**config.mk**
```make
export PLATFORM = sky130hd
export DESIGN_NAME = jtag_vpi_core
export DESIGN_NICKNAME = d
export VERILOG_FILES = /design/src/rtl/jtag_vpi_pkg.sv /design/src/rtl/jtag_vpi_bitclk.sv /design/src/rtl/jtag_vpi_core.sv
export SDC_FILE = /design/constraint.sdc
export NUM_CORES = 1
export LEC_CHECK = 0
export CAP_MARGIN = 20
export CORE_MARGIN = 2
export CORE_UTILIZATION = 45
export CTS_BUF_LIST = sky130_fd_sc_hd__clkbuf_8
export DETAILED_ROUTE_END_ITERATION = 12
export HOLD_SLACK_MARGIN = 0.02
export PLACE_DENSITY = 0.82
export SLEW_MARGIN = 5
export SYNTH_ARGS = -nofsm -noshare
export SYNTH_HDL_FRONTEND = slang
export SYNTH_SLANG_ARGS = --single-unit
```
**constraint.sdc**
```tcl
create_clock -name wb_clk_i -period 2.8 [get_ports wb_clk_i]
set_clock_uncertainty 0.15 [all_clocks]
set_input_delay 0.56 -clock wb_clk_i [delete_from_list [all_inputs] [get_ports wb_clk_i]]
set_output_delay 0.56 -clock wb_clk_i [all_outputs]
set_load 0.005 [all_outputs]
```
**src/rtl/jtag_vpi_pkg.sv**
```systemverilog
`default_nettype none
// ============================================================================
//  Module      : jtag_vpi_pkg
//  Description : Shared opcodes, state encoding and helpers for the JTAG
//                master (jtag_vpi_core and jtag_vpi_bitclk).
//  Contents    : c_OP_* opcodes, c_RESET_* TAP reset pattern, state_t,
//                is_scan_op() helper.
//  Revision    : 1.0 - initial release
// ============================================================================
package jtag_vpi_pkg;

    // Host command opcodes (3-bit cmd_op field)
    localparam logic [2:0] c_OP_RESET         = 3'd0;
    localparam logic [2:0] c_OP_TMS_SEQ       = 3'd1;
    localparam logic [2:0] c_OP_SCAN          = 3'd2;
    localparam logic [2:0] c_OP_SCAN_FLIP_TMS = 3'd3;
    localparam logic [2:0] c_OP_STOP          = 3'd4;

    // TAP reset: five TMS=1 clocks reach Test-Logic-Reset, the final 0
    // parks the TAP in Run-Test/Idle. LSB is shifted first.
    localparam logic [5:0] c_RESET_TMS = 6'b011111;
    localparam logic [6:0] c_RESET_LEN = 7'd6;

    typedef enum logic [2:0] {
        ST_WAIT_INIT = 3'd0,
        ST_IDLE      = 3'd1,
        ST_LOW       = 3'd2,
        ST_HIGH      = 3'd3,
        ST_RESP      = 3'd4
    } state_t;

    // Only scan-type commands produce a response on the rsp channel.
    function automatic logic is_scan_op(input logic [2:0] op);
        return (op == c_OP_SCAN) || (op == c_OP_SCAN_FLIP_TMS);
    endfunction

endpackage : jtag_vpi_pkg
`default_nettype wire

```
**src/rtl/jtag_vpi_bitclk.sv**
```systemverilog
`default_nettype none
// ============================================================================
//  Module      : jtag_vpi_bitclk
//  Description : TCK half-period timer. A down-counter that asserts
//                o_phase_end on the last system clock of every TCK half
//                period and reloads itself; i_restart realigns the count so
//                the first phase after a command is a full half period.
//  Ports       : i_clk, i_rst_n  - system clock, async active-low reset
//                i_restart       - reload counter (command acceptance)
//                o_phase_end     - high on the last clock of a half period
//  Revision    : 1.0 - initial release
// ============================================================================
module jtag_vpi_bitclk #(
    parameter int TCK_HALF = 2
) (
    input  logic i_clk,
    input  logic i_rst_n,
    input  logic i_restart,
    output logic o_phase_end
);

    localparam int              c_CW     = (TCK_HALF > 1) ? $clog2(TCK_HALF) : 1;
    localparam logic [c_CW-1:0] c_RELOAD = c_CW'(TCK_HALF - 1);
    localparam logic [c_CW-1:0] c_ONE    = c_CW'(1);

    logic [c_CW-1:0] r_cnt;

    always_ff @(posedge i_clk or negedge i_rst_n) begin
        if (!i_rst_n) begin
            r_cnt <= c_RELOAD;
        end else if (i_restart || (r_cnt == '0)) begin
            r_cnt <= c_RELOAD;
        end else begin
            r_cnt <= r_cnt - c_ONE;
        end
    end

    assign o_phase_end = (r_cnt == '0);

endmodule : jtag_vpi_bitclk
`default_nettype wire

```
**src/rtl/jtag_vpi_core.sv**
```systemverilog
`default_nettype none
// ============================================================================
//  Module      : jtag_vpi_core
//  Description : JTAG master. Converts host commands (TAP reset, TMS
//                sequence, scan, scan with TMS=1 on the last bit, stop) into
//                TCK/TMS/TDI bit sequences and captures TDO for scans.
//  Ports       : wb_clk_i, wb_rst_ni      - clock, async active-low reset
//                enable, init_done        - acceptance gate, sticky arm
//                cmd_valid/ready/op/len/data - command channel
//                rsp_valid/ready/data     - scan response channel
//                stop                     - one-cycle pulse on STOP
//                tck, tms, tdi, tdo       - JTAG pins
//  Revision    : 1.0 - initial release
// ============================================================================
module jtag_vpi_core
    import jtag_vpi_pkg::*;
#(
    parameter int TCK_HALF = 2,
    parameter int MAX_BITS = 64
) (
    input  logic                wb_clk_i,
    input  logic                wb_rst_ni,
    input  logic                enable,
    input  logic                init_done,
    input  logic                cmd_valid,
    output logic                cmd_ready,
    input  logic [2:0]          cmd_op,
    input  logic [6:0]          cmd_len,
    input  logic [MAX_BITS-1:0] cmd_data,
    output logic                rsp_valid,
    input  logic                rsp_ready,
    output logic [MAX_BITS-1:0] rsp_data,
    output logic                stop,
    output logic                tck,
    output logic                tms,
    output logic                tdi,
    input  logic                tdo
);

    localparam int         c_IW      = $clog2(MAX_BITS);
    localparam logic [6:0] c_MAX_LEN = 7'(MAX_BITS);

    state_t              r_state;
    logic [2:0]          r_op;
    logic [6:0]          r_len;
    logic [6:0]          r_bit_idx;
    logic [MAX_BITS-1:0] r_data;
    logic [MAX_BITS-1:0] r_capture;
    logic                r_tck;
    logic                r_tms;
    logic                r_tdi;
    logic                r_rsp_valid;
    logic                r_stop;

    logic                w_accept;
    logic                w_phase_end;
    logic [6:0]          w_load_len;
    logic [MAX_BITS-1:0] w_load_data;
    logic [6:0]          w_next_idx;
    logic [1:0]          w_first_drive;
    logic [1:0]          w_next_drive;

    // {tms, tdi} for bit idx of a command. RESET is shifted exactly like a
    // TMS sequence once its fixed pattern has been loaded.
    function automatic logic [1:0] bit_drive(
        input logic [2:0]          op,
        input logic [MAX_BITS-1:0] data,
        input logic [6:0]          len,
        input logic [6:0]          idx
    );
        logic v_bit;
        v_bit = data[idx[c_IW-1:0]];
        case (op)
            c_OP_RESET, c_OP_TMS_SEQ: bit_drive = {v_bit, 1'b0};
            c_OP_SCAN:                bit_drive = {1'b0, v_bit};
            c_OP_SCAN_FLIP_TMS:       bit_drive = {(idx == len - 7'd1), v_bit};
            default:                  bit_drive = 2'b00;
        endcase
    endfunction

    // Acceptance is only possible from IDLE; enable gates new commands but
    // never interrupts one in flight.
    assign cmd_ready = (r_state == ST_IDLE) && enable;
    assign w_accept  = cmd_valid && cmd_ready;

    always_comb begin
        w_load_len  = (cmd_len > c_MAX_LEN) ? c_MAX_LEN : cmd_len;
        w_load_data = cmd_data;
        if (cmd_op == c_OP_RESET) begin
            w_load_len  = c_RESET_LEN;
            w_load_data = {{(MAX_BITS-6){1'b0}}, c_RESET_TMS};
        end
    end

    assign w_next_idx    = r_bit_idx + 7'd1;
    assign w_first_drive = bit_drive(cmd_op, w_load_data, w_load_len, 7'd0);
    assign w_next_drive  = bit_drive(r_op, r_data, r_len, w_next_idx);

    jtag_vpi_bitclk #(
        .TCK_HALF (TCK_HALF)
    ) u_bitclk (
        .i_clk       (wb_clk_i),
        .i_rst_n     (wb_rst_ni),
        .i_restart   (w_accept),
        .o_phase_end (w_phase_end)
    );

    always_ff @(posedge wb_clk_i or negedge wb_rst_ni) begin
        if (!wb_rst_ni) begin
            r_state     <= ST_WAIT_INIT;
            r_op        <= '0;
            r_len       <= '0;
            r_bit_idx   <= '0;
            r_data      <= '0;
            r_capture   <= '0;
            r_tck       <= 1'b0;
            r_tms       <= 1'b0;
            r_tdi       <= 1'b0;
            r_rsp_valid <= 1'b0;
            r_stop      <= 1'b0;
        end else begin
            r_stop <= 1'b0;
            case (r_state)
                ST_WAIT_INIT: begin
                    if (init_done) r_state <= ST_IDLE;
                end

                ST_IDLE: begin
                    if (w_accept) begin
                        r_op      <= cmd_op;
                        r_len     <= w_load_len;
                        r_data    <= w_load_data;
                        r_capture <= '0;
                        r_bit_idx <= '0;
                        case (cmd_op)
                            c_OP_STOP: r_stop <= 1'b1;
                            c_OP_RESET, c_OP_TMS_SEQ, c_OP_SCAN, c_OP_SCAN_FLIP_TMS: begin
                                if (w_load_len == 7'd0) begin
                                    // Zero-length: no TCK activity, scans answer at once.
                                    if (is_scan_op(cmd_op)) begin
                                        r_state     <= ST_RESP;
                                        r_rsp_valid <= 1'b1;
                                    end
                                end else begin
                                    r_state        <= ST_LOW;
                                    {r_tms, r_tdi} <= w_first_drive;
                                end
                            end
                            default: ; // unknown opcode: consumed, no action
                        endcase
                    end
                end

                ST_LOW: begin
                    // Leaving LOW is the rising TCK edge; TDO is sampled here.
                    if (w_phase_end) begin
                        r_state                 <= ST_HIGH;
                        r_tck                   <= 1'b1;
                        r_capture[r_bit_idx[c_IW-1:0]] <= tdo;
                    end
                end

                ST_HIGH: begin
                    if (w_phase_end) begin
                        r_tck <= 1'b0;
                        if (r_bit_idx == r_len - 7'd1) begin
                            // tms/tdi keep the last bit's value after the command.
                            if (is_scan_op(r_op)) begin
                                r_state     <= ST_RESP;
                                r_rsp_valid <= 1'b1;
                            end else begin
                                r_state <= ST_IDLE;
                            end
                        end else begin
                            r_state        <= ST_LOW;
                            r_bit_idx      <= w_next_idx;
                            {r_tms, r_tdi} <= w_next_drive;
                        end
                    end
                end

                ST_RESP: begin
                    if (rsp_ready) begin
                        r_rsp_valid <= 1'b0;
                        r_state     <= ST_IDLE;
                    end
                end

                default: r_state <= ST_WAIT_INIT;
            endcase
        end
    end

    assign tck       = r_tck;
    assign tms       = r_tms;
    assign tdi       = r_tdi;
    assign rsp_valid = r_rsp_valid;
    assign rsp_data  = r_capture;
    assign stop      = r_stop;

endmodule : jtag_vpi_core
`default_nettype wire

```
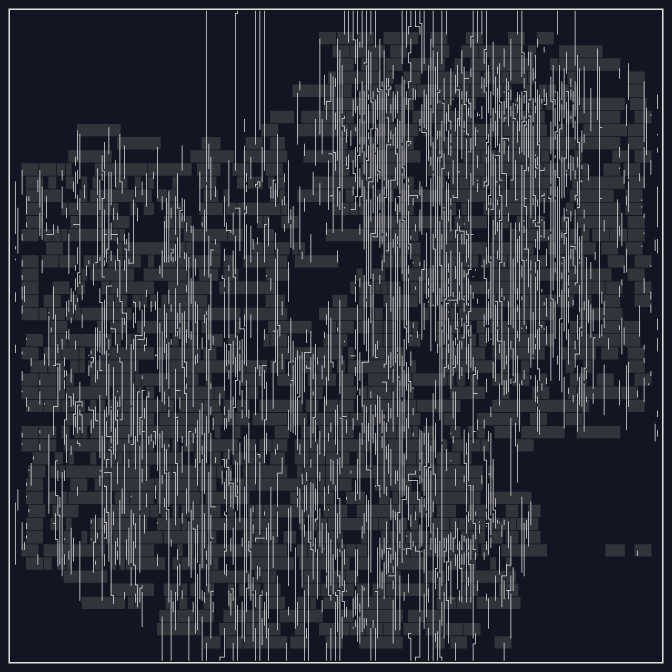
m2.png
nets with wire on the layer	883
longest straight run	56.1 um
main direction	vertical
share of all routed wire	47%
wire length on this layer	9920 um

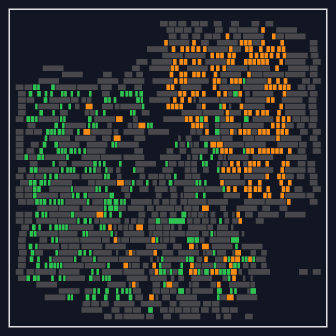
gates.png
color	family	cells
orange	aoi and oai cells	231
green	nand cells	264

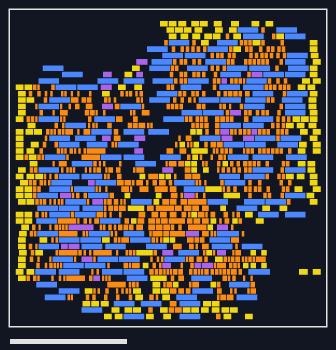
class_map.png
Scale bar: 50 um.
color	class	cells	share of their area
purple	clock drivers and dummy loads	32	4.2%
orange	remaining logic cells	649	37%
yellow	remaining buffers and delay cells	190	19%
blue	registers	154	40%

==> run notes <==
Implementation status.

- The run finished with clean final reports.
- According to the timing report, the critical path is launched from r_bit_idx[0].
- According to the floorplan log, the row count is 47.
- The chip area estimate from yosys synthesis is 7730 sq um.
- The number of global-route vias before repair was 6851.
- The shortest period the worst path allows is 2.66 ns.
- The number of I/O pins is 151.
- The largest driver fanout on the critical path is 32.
- The post-route report lists met1 wire length as around 9100 um.
- Yosys mapped the design onto roughly 54 distinct sky130hd cell types.
- The worst IR drop on VDD is roughly 0.00030 V.
- The number of cells on the worst reg-to-reg path is 8.
- After layout, the worst path uses between 90 and 100% of the clock period.
- Ranked by total area, the top cell class in this layout is sequential cells.
- The synthesis warning total is 0.
- In the Yosys report the total cell count is 871.
- The slowest stage of the critical path is the sky130_fd_sc_hd__nor4_1 cell.
- After routing the design area is 10000 sq um.
- The part of the total power dissipated in sequential elements is a little over half.
- The analysis attributes to net switching a power of 1.09 mW.
- The core utilization of the finished layout is 60.0%.
- The data arrival time of the critical path is 2.88 ns.
- The count of nets left with antenna violations after detail routing is 0.
- The worst hold margin is 0.317 ns.
- The repair_antennas step left the layout with diodes totalling 0.
- The number of buffers between clock root and the deepest sink is 2.
- The group with the largest share of power is registers.
- After detailed routing, the met3 layer carries 1380 um of wire.
- The flow reports that the clock network draws 41.4% of the design power.
- According to the cell report, flip-flops and latches in the layout number 154.
- The summed negative setup slack over all endpoints is 0 ns.
- The chip occupies 18200 sq um.
- Per the OpenROAD timing report, the critical path contains 8 cells.
- The count of final setup violators is 0.
- For this run, the slowest stage of the critical path takes 0.45 ns.
- The filler cell count is 1444.
- After detailed routing, the average wire length per cell comes to around 17 um.
- The total power of the final layout is 4.21 mW.
- The share of the final layout cell area in multi-input gates is 35.7%.
- The placement summary gives the final routability congestion estimate as 0.853.
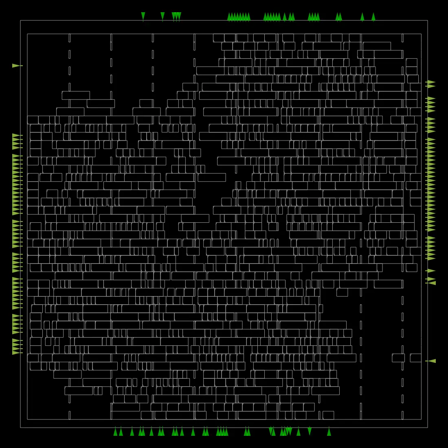
placed.png
non-filler cells in the finished layout: 1245
well tap count: 220

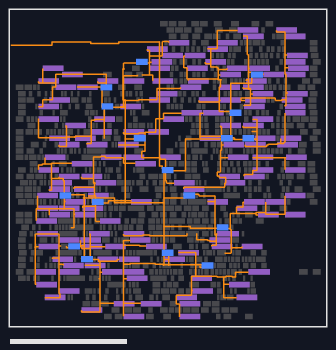
clock_wires.png
Scale bar: 50 um.
[orange] clock wires | length: 1890 um
[blue] clock-net drivers | count: 17
[purple] flip-flops | count: 154
flops lie	widely spread
routed clock nets	18

## repair_timing
item                                   in CTS  in global routing
setup buffers                               0                  2
endpoints found under the hold margin      59                  0
hold buffers                                1                  0
setup endpoints to repair                   0                  2
gates resized                               0                  2
## synth_stat cells, drive strengths merged, types with 2 or more instances
library cell and n:
nand2 178, dfrtp 153, o21ai 141, a21oi 70, nand3 67, clkbuf 50
nor2 30, buf 18, and3 13, xnor2 13, nor2b 12, mux2i 11
nand4 9, a2111oi 8, mux4 8, xor2 8, inv 7, nand2b 7
a22o 6, nor3 6, nor3b 6, and2 5, nor4 5, or3 5
a31oi 4, nor4b 3, xnor3 3, ha 2, nand3b 2, o211ai 2
o22a 2, o31ai 2, or4 2
Power is estimated from default activity; no workload was simulated.
